===== src/rtl/mmio_uart_tx_if.sv =====
// Store/load bus shared by the data-memory stage and the console transmitter.
// The core drives MemWrite/MemRead/memAddr/writeData_M. The transmitter returns
// hit (status-register select) and readData_S (status word) to the load path.
interface mmio_uart_tx_if;
  logic        MemWrite;
  logic        MemRead;
  logic [63:0] memAddr;
  logic [63:0] writeData_M;
  logic        hit;
  logic [63:0] readData_S;

  modport master (
    output MemWrite, MemRead, memAddr, writeData_M,
    input  hit, readData_S
  );

  modport slave (
    input  MemWrite, MemRead, memAddr, writeData_M,
    output hit, readData_S
  );
endinterface


===== src/rtl/mmio_uart_tx.sv =====
// Memory-mapped 8N1 console transmitter.
// Snoops the core store bus. Bytes stored to TX_ADDR enter a FIFO and are sent
// on tx LSB first, CLKS_PER_BIT clocks per bit. A load from STATUS_ADDR raises
// hit and returns {60'b0, overflow, busy, empty, full} on readData_S. A store to
// STATUS_ADDR clears the sticky overflow flag.
// Ports:
//   clk  - core clock, rising edge
//   rst  - asynchronous active-high reset
//   bus  - slave side of the store/load bus (mmio_uart_tx_if)
//   tx   - serial output, idles high
module mmio_uart_tx #(
  parameter logic [63:0] TX_ADDR      = 64'h800,
  parameter logic [63:0] STATUS_ADDR  = 64'h808,
  parameter int unsigned FIFO_DEPTH   = 8,
  parameter int unsigned CLKS_PER_BIT = 16
) (
  input  logic         clk,
  input  logic         rst,
  mmio_uart_tx_if.slave bus,
  output logic         tx
);

  localparam int unsigned PTR_W = $clog2(FIFO_DEPTH);
  localparam int unsigned CNT_W = PTR_W + 1;
  localparam int unsigned BC_W  = $clog2(CLKS_PER_BIT);
  localparam logic [CNT_W-1:0] DEPTH_C  = CNT_W'(FIFO_DEPTH);
  localparam logic [BC_W-1:0]  BIT_LAST = BC_W'(CLKS_PER_BIT - 1);

  typedef enum logic [1:0] {S_IDLE, S_START, S_DATA, S_STOP} state_t;

  state_t           state_q, state_d;
  logic [BC_W-1:0]  bit_cnt_q, bit_cnt_d;
  logic [2:0]       bit_idx_q, bit_idx_d;
  logic [7:0]       shift_q, shift_d;

  logic [7:0]       fifo_mem [FIFO_DEPTH];
  logic [PTR_W-1:0] wr_ptr_q, rd_ptr_q;
  logic [CNT_W-1:0] count_q;
  logic             overflow_q;

  logic fifo_full, fifo_empty;
  logic push_req, push_ok, pop, ovf_clr, bit_end;
  logic unused_wdata_hi;

  assign unused_wdata_hi = ^bus.writeData_M[63:8];

  assign fifo_full  = (count_q == DEPTH_C);
  assign fifo_empty = (count_q == '0);
  assign push_req   = bus.MemWrite && (bus.memAddr == TX_ADDR);
  assign ovf_clr    = bus.MemWrite && (bus.memAddr == STATUS_ADDR);
  // A pop on the same edge frees a slot, so a push into a full FIFO still lands.
  assign push_ok    = push_req && (!fifo_full || pop);
  assign bit_end    = (bit_cnt_q == BIT_LAST);

  assign bus.hit        = bus.MemRead && (bus.memAddr == STATUS_ADDR);
  assign bus.readData_S = {60'd0, overflow_q, (state_q != S_IDLE), fifo_empty, fifo_full};

  always_ff @(posedge clk) begin
    if (push_ok) fifo_mem[wr_ptr_q] <= bus.writeData_M[7:0];
  end

  always_ff @(posedge clk or posedge rst) begin
    if (rst) begin
      wr_ptr_q   <= '0;
      rd_ptr_q   <= '0;
      count_q    <= '0;
      overflow_q <= 1'b0;
    end else begin
      if (push_ok) wr_ptr_q <= wr_ptr_q + PTR_W'(1);
      if (pop)     rd_ptr_q <= rd_ptr_q + PTR_W'(1);
      unique case ({push_ok, pop})
        2'b10:   count_q <= count_q + CNT_W'(1);
        2'b01:   count_q <= count_q - CNT_W'(1);
        default: count_q <= count_q;
      endcase
      if (push_req && !push_ok) overflow_q <= 1'b1;
      else if (ovf_clr)         overflow_q <= 1'b0;
    end
  end

  always_ff @(posedge clk or posedge rst) begin
    if (rst) begin
      state_q   <= S_IDLE;
      bit_cnt_q <= '0;
      bit_idx_q <= '0;
      shift_q   <= '0;
    end else begin
      state_q   <= state_d;
      bit_cnt_q <= bit_cnt_d;
      bit_idx_q <= bit_idx_d;
      shift_q   <= shift_d;
    end
  end

  always_comb begin
    state_d   = state_q;
    bit_cnt_d = bit_cnt_q;
    bit_idx_d = bit_idx_q;
    shift_d   = shift_q;
    pop       = 1'b0;
    unique case (state_q)
      S_IDLE: begin
        if (!fifo_empty) begin
          pop       = 1'b1;
          shift_d   = fifo_mem[rd_ptr_q];
          bit_cnt_d = '0;
          state_d   = S_START;
        end
      end
      S_START: begin
        if (bit_end) begin
          bit_cnt_d = '0;
          bit_idx_d = '0;
          state_d   = S_DATA;
        end else begin
          bit_cnt_d = bit_cnt_q + BC_W'(1);
        end
      end
      S_DATA: begin
        if (bit_end) begin
          bit_cnt_d = '0;
          if (bit_idx_q == 3'd7) begin
            state_d = S_STOP;
          end else begin
            bit_idx_d = bit_idx_q + 3'd1;
            shift_d   = {1'b0, shift_q[7:1]};
          end
        end else begin
          bit_cnt_d = bit_cnt_q + BC_W'(1);
        end
      end
      S_STOP: begin
        if (bit_end) begin
          bit_cnt_d = '0;
          state_d   = S_IDLE;
        end else begin
          bit_cnt_d = bit_cnt_q + BC_W'(1);
        end
      end
      default: state_d = S_IDLE;
    endcase
  end

  // Decoded from registered state so reset forces the line high without a clock.
  always_comb begin
    tx = 1'b1;
    unique case (state_q)
      S_START: tx = 1'b0;
      S_DATA:  tx = shift_q[0];
      default: tx = 1'b1;
    endcase
  end

endmodule


===== src/flat_wrapper.sv =====
// flat-port wrapper written by rule: the top's interface ports become plain ports
module mmio_uart_tx_flat 
#(
  parameter logic [63:0] TX_ADDR      = 64'h800,
  parameter logic [63:0] STATUS_ADDR  = 64'h808,
  parameter int unsigned FIFO_DEPTH   = 8,
  parameter int unsigned CLKS_PER_BIT = 16
)
  (clk, rst, tx, bus_MemWrite, bus_MemRead, bus_memAddr, bus_writeData_M, bus_hit, bus_readData_S);
  mmio_uart_tx_if bus_i ();
  input  logic clk;
  input  logic rst;
  output logic tx;
  input wire logic [$bits(bus_i.MemWrite)-1:0] bus_MemWrite;
  input wire logic [$bits(bus_i.MemRead)-1:0] bus_MemRead;
  input wire logic [$bits(bus_i.memAddr)-1:0] bus_memAddr;
  input wire logic [$bits(bus_i.writeData_M)-1:0] bus_writeData_M;
  output wire logic [$bits(bus_i.hit)-1:0] bus_hit;
  output wire logic [$bits(bus_i.readData_S)-1:0] bus_readData_S;
  assign bus_i.MemWrite = bus_MemWrite;
  assign bus_i.MemRead = bus_MemRead;
  assign bus_i.memAddr = bus_memAddr;
  assign bus_i.writeData_M = bus_writeData_M;
  assign bus_hit = bus_i.hit;
  assign bus_readData_S = bus_i.readData_S;
  mmio_uart_tx #(.TX_ADDR(TX_ADDR), .STATUS_ADDR(STATUS_ADDR), .FIFO_DEPTH(FIFO_DEPTH), .CLKS_PER_BIT(CLKS_PER_BIT)) u_core (.clk(clk), .rst(rst), .bus(bus_i), .tx(tx));
endmodule

===== config.mk =====
export PLATFORM = sky130hd
export DESIGN_NAME = mmio_uart_tx_flat
export DESIGN_NICKNAME = d
export VERILOG_FILES = /design/src/rtl/mmio_uart_tx_if.sv /design/src/rtl/mmio_uart_tx.sv /design/src/flat_wrapper.sv
export SDC_FILE = /design/constraint.sdc
export NUM_CORES = 1
export LEC_CHECK = 0
export ABC_AREA = 1
export CORE_ASPECT_RATIO = 0.9
export CORE_UTILIZATION = 46
export DETAILED_ROUTE_END_ITERATION = 8
export PLACE_DENSITY = 0.95
export SKIP_LAST_GASP = 1
export SYNTH_ARGS = -nofsm -noshare
export SYNTH_HDL_FRONTEND = slang
export SYNTH_SLANG_ARGS = --single-unit

===== constraint.sdc =====
create_clock -name clk -period 5.51 [get_ports clk]
set_input_delay 0.8265 -clock clk [delete_from_list [all_inputs] [get_ports clk]]
set_output_delay 0.8265 -clock clk [all_outputs]
set_load 0.05 [all_outputs]

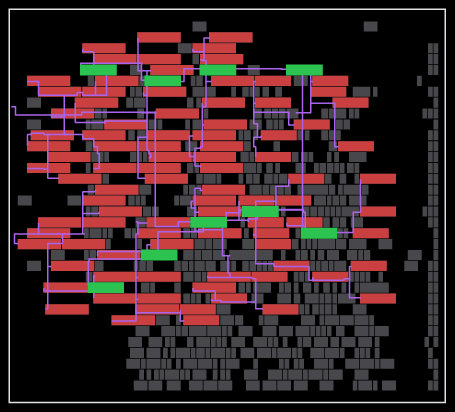
Run 1: clock network drawn from the DEF
(4 px per um)
- clock drivers: green (count 9)
- flip-flops: red (count 92)
- clock wires: purple (length 965 um)
- routed clock nets: 10

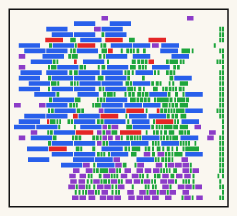
Run 1: cells coloured by class
(2 px per um)
- combinational and other logic: green (cells 368; share of their area 32%)
- remaining buffers and delay cells: purple (cells 89; share of their area 16%)
- clock drivers and dummy loads: red (cells 16; share of their area 5.3%)
- sequential cells: blue (cells 92; share of their area 47%)

==> results.txt, run 1 <==
yosys + openroad results -> status complete, no violations, Int Power 1.14 mW, Layout area overhead 21.5%, Seq/Total Area, Yosys 55.7%, DR vias approximately 3600, max_cap viols 0, ratio of cells with drive above 1 in the final layout 5.31%, crit-path max cell delay 810 ps, cell with the most instances after synthesis nor2_1, r2r setup slk 2680 ps, vias in the first global route 3620, IO Count 198, nets@finish 704, # hold bufs at CTS 0, Tot Pwr 1.50 mW, Comb pwr share a little over a tenth, Cell Pwr Density 262 nW/um^2, largest net degree at the start of global routing 35, Slowest-stage cell, CP clkdlybuf4s50_1, Placer Congestion 0.780
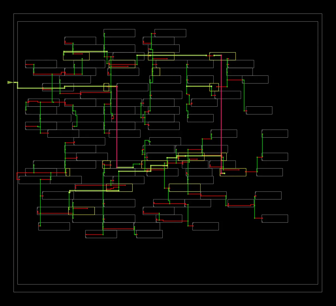
Run 1: the clock network
clk latency late pin: 340 ps
seq_cells: 92
Clock Skew: 6.65 ps
clk pwr: 0.598 mW

## run 1: layer usage
metal  GRT usage (%)  vias up  wire, um
met3            5.34       27       681
met1            24.5     1733      3990
li1                -     1670         -
met4            9.04        0       304
met5               0        -         0
met2            37.9      185      5670
## run 1: cell type report
type                            instances  area, um^2  area share [%]
Sequential cell                        92        2620            45.9
Multi-Input combinational cell        337        1660            28.9
Timing Repair Buffer                   89         871            15.2
Clock buffer                            9         225            3.94
Tap cell                              126         158            2.76
Inverter                               31         119            2.08
Clock inverter                          7        67.6            1.18
## run 1: cell families (layout without fill, tap and decap cells)
family,after synthesis,after routing
xor gates and xnor gates,6,6
DFF,92,92
adders and majority gates,12,12
AOI/OAI and AO/OA,67,67
and+or+nand+nor,192,192
other,1,60
buffers and inverters,107,136
Run 1, metal 3:
(3 px per um)
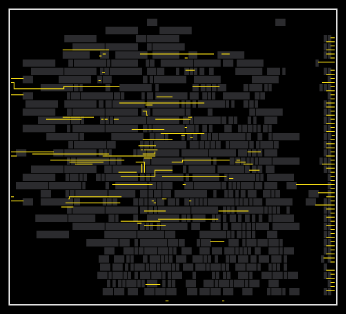

==> run 1 -> run 2 <==
Settings changed: CORE_UTILIZATION 46 to 39, PLACE_DENSITY 0.95 to 0.88.
Clock period 5.51 ns to 3.09 ns, I/O delays scaled along.
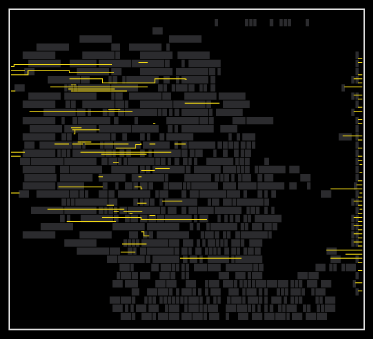
Run 2: metal 3
(3 px per um)
- main direction: horizontal
- share of all routed wire: 5.8%
- wire length on this layer: 612 um

==> results.txt, run 2 <==
yosys + openroad results -> Cell Pwr Density 475 nW/um^2, metal3 WL just over 600 um, nets@finish 707, grt met1 use 19.8%, I/O Buffers 81, WL met1 4.18 mm, status complete, no violations, crit-path max cell delay around 460 ps, Seq/Total Area, Yosys 55.7%, Int Power 2.06 mW, dominant kind of cell flip-flops and latches, Tot Pwr around 2.8 mW, Top reg by flops u_core.fifo_mem, buffer share of cell area 15.4%, top sig layer met4, met2 GRT Util between 30% and 40%, Comb pwr share 10.4%, clk latency late pin 350 ps, FF+latch area 2620 um^2, Seq/total area 45.2%, cts bufs inserted 9, Placer Congestion ~0.82, vias in the first global route 3552, IO Count 198, cell with the most instances after synthesis nor2_1, TAP cells 156, max_cap viols 0, worst vdd ir 581 uV, Gate Area 1660 um^2, setup TNS 0 ps, ratio of cells with drive above 1 in the final layout approximately 6.3%, # hold bufs at CTS 0, Post-Syn Area 4710 um^2, nonclk inv count 31, tool warnings 85, r2r setup slk 630 ps, global route hottest layer met2, met3 Track Usage GR 3.97%, Layout area overhead 23.3%, seq_cells 92, largest net degree at the start of global routing 34, combinational share of cell area 28.6%, DR vias 3503, Slowest-stage cell, CP dlymetal6s2s_1, clock-cell share of area 5.45%, count of plain and timing-repair buffers 92
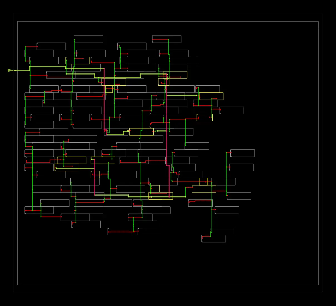
Run 2: the clock network
Clock Skew: 7.41 ps
Clock Buffer Count: 9
clock sink count: 92

[run 2: power by group through the flow]
stage | sequential, mW | clock (mW) | combinational [mW]
4_1_cts | 1.32 | 1.16 | 0.287
6_report | 1.32 | 1.15 | 0.288
5_1_grt | 1.32 | 1.21 | 0.303
3_3_place_gp | 1.35 | 0 | 0.282
2_1_floorplan | 1.35 | 0 | 0.236
3_5_place_dp | 1.35 | 0 | 0.286
[run 2: repair_timing]
item	4_1_cts	5_1_grt
gates cloned	0	0
setup endpoints to repair	1	1
resized	1	1
[run 2: logic make-up (layout without fill, tap and decap cells)]
logic type,after synthesis,in the layout,synth area share (%)
flops,92,92,55.7
compound gates,67,67,8.53
other cells,1,60,0.0797
fa+ha+maj,12,12,3.35
simple gates,192,192,17.4
buf+inv,107,139,13.8
xor+xnor,6,6,1.12
Power and IR drop assume default switching activity.
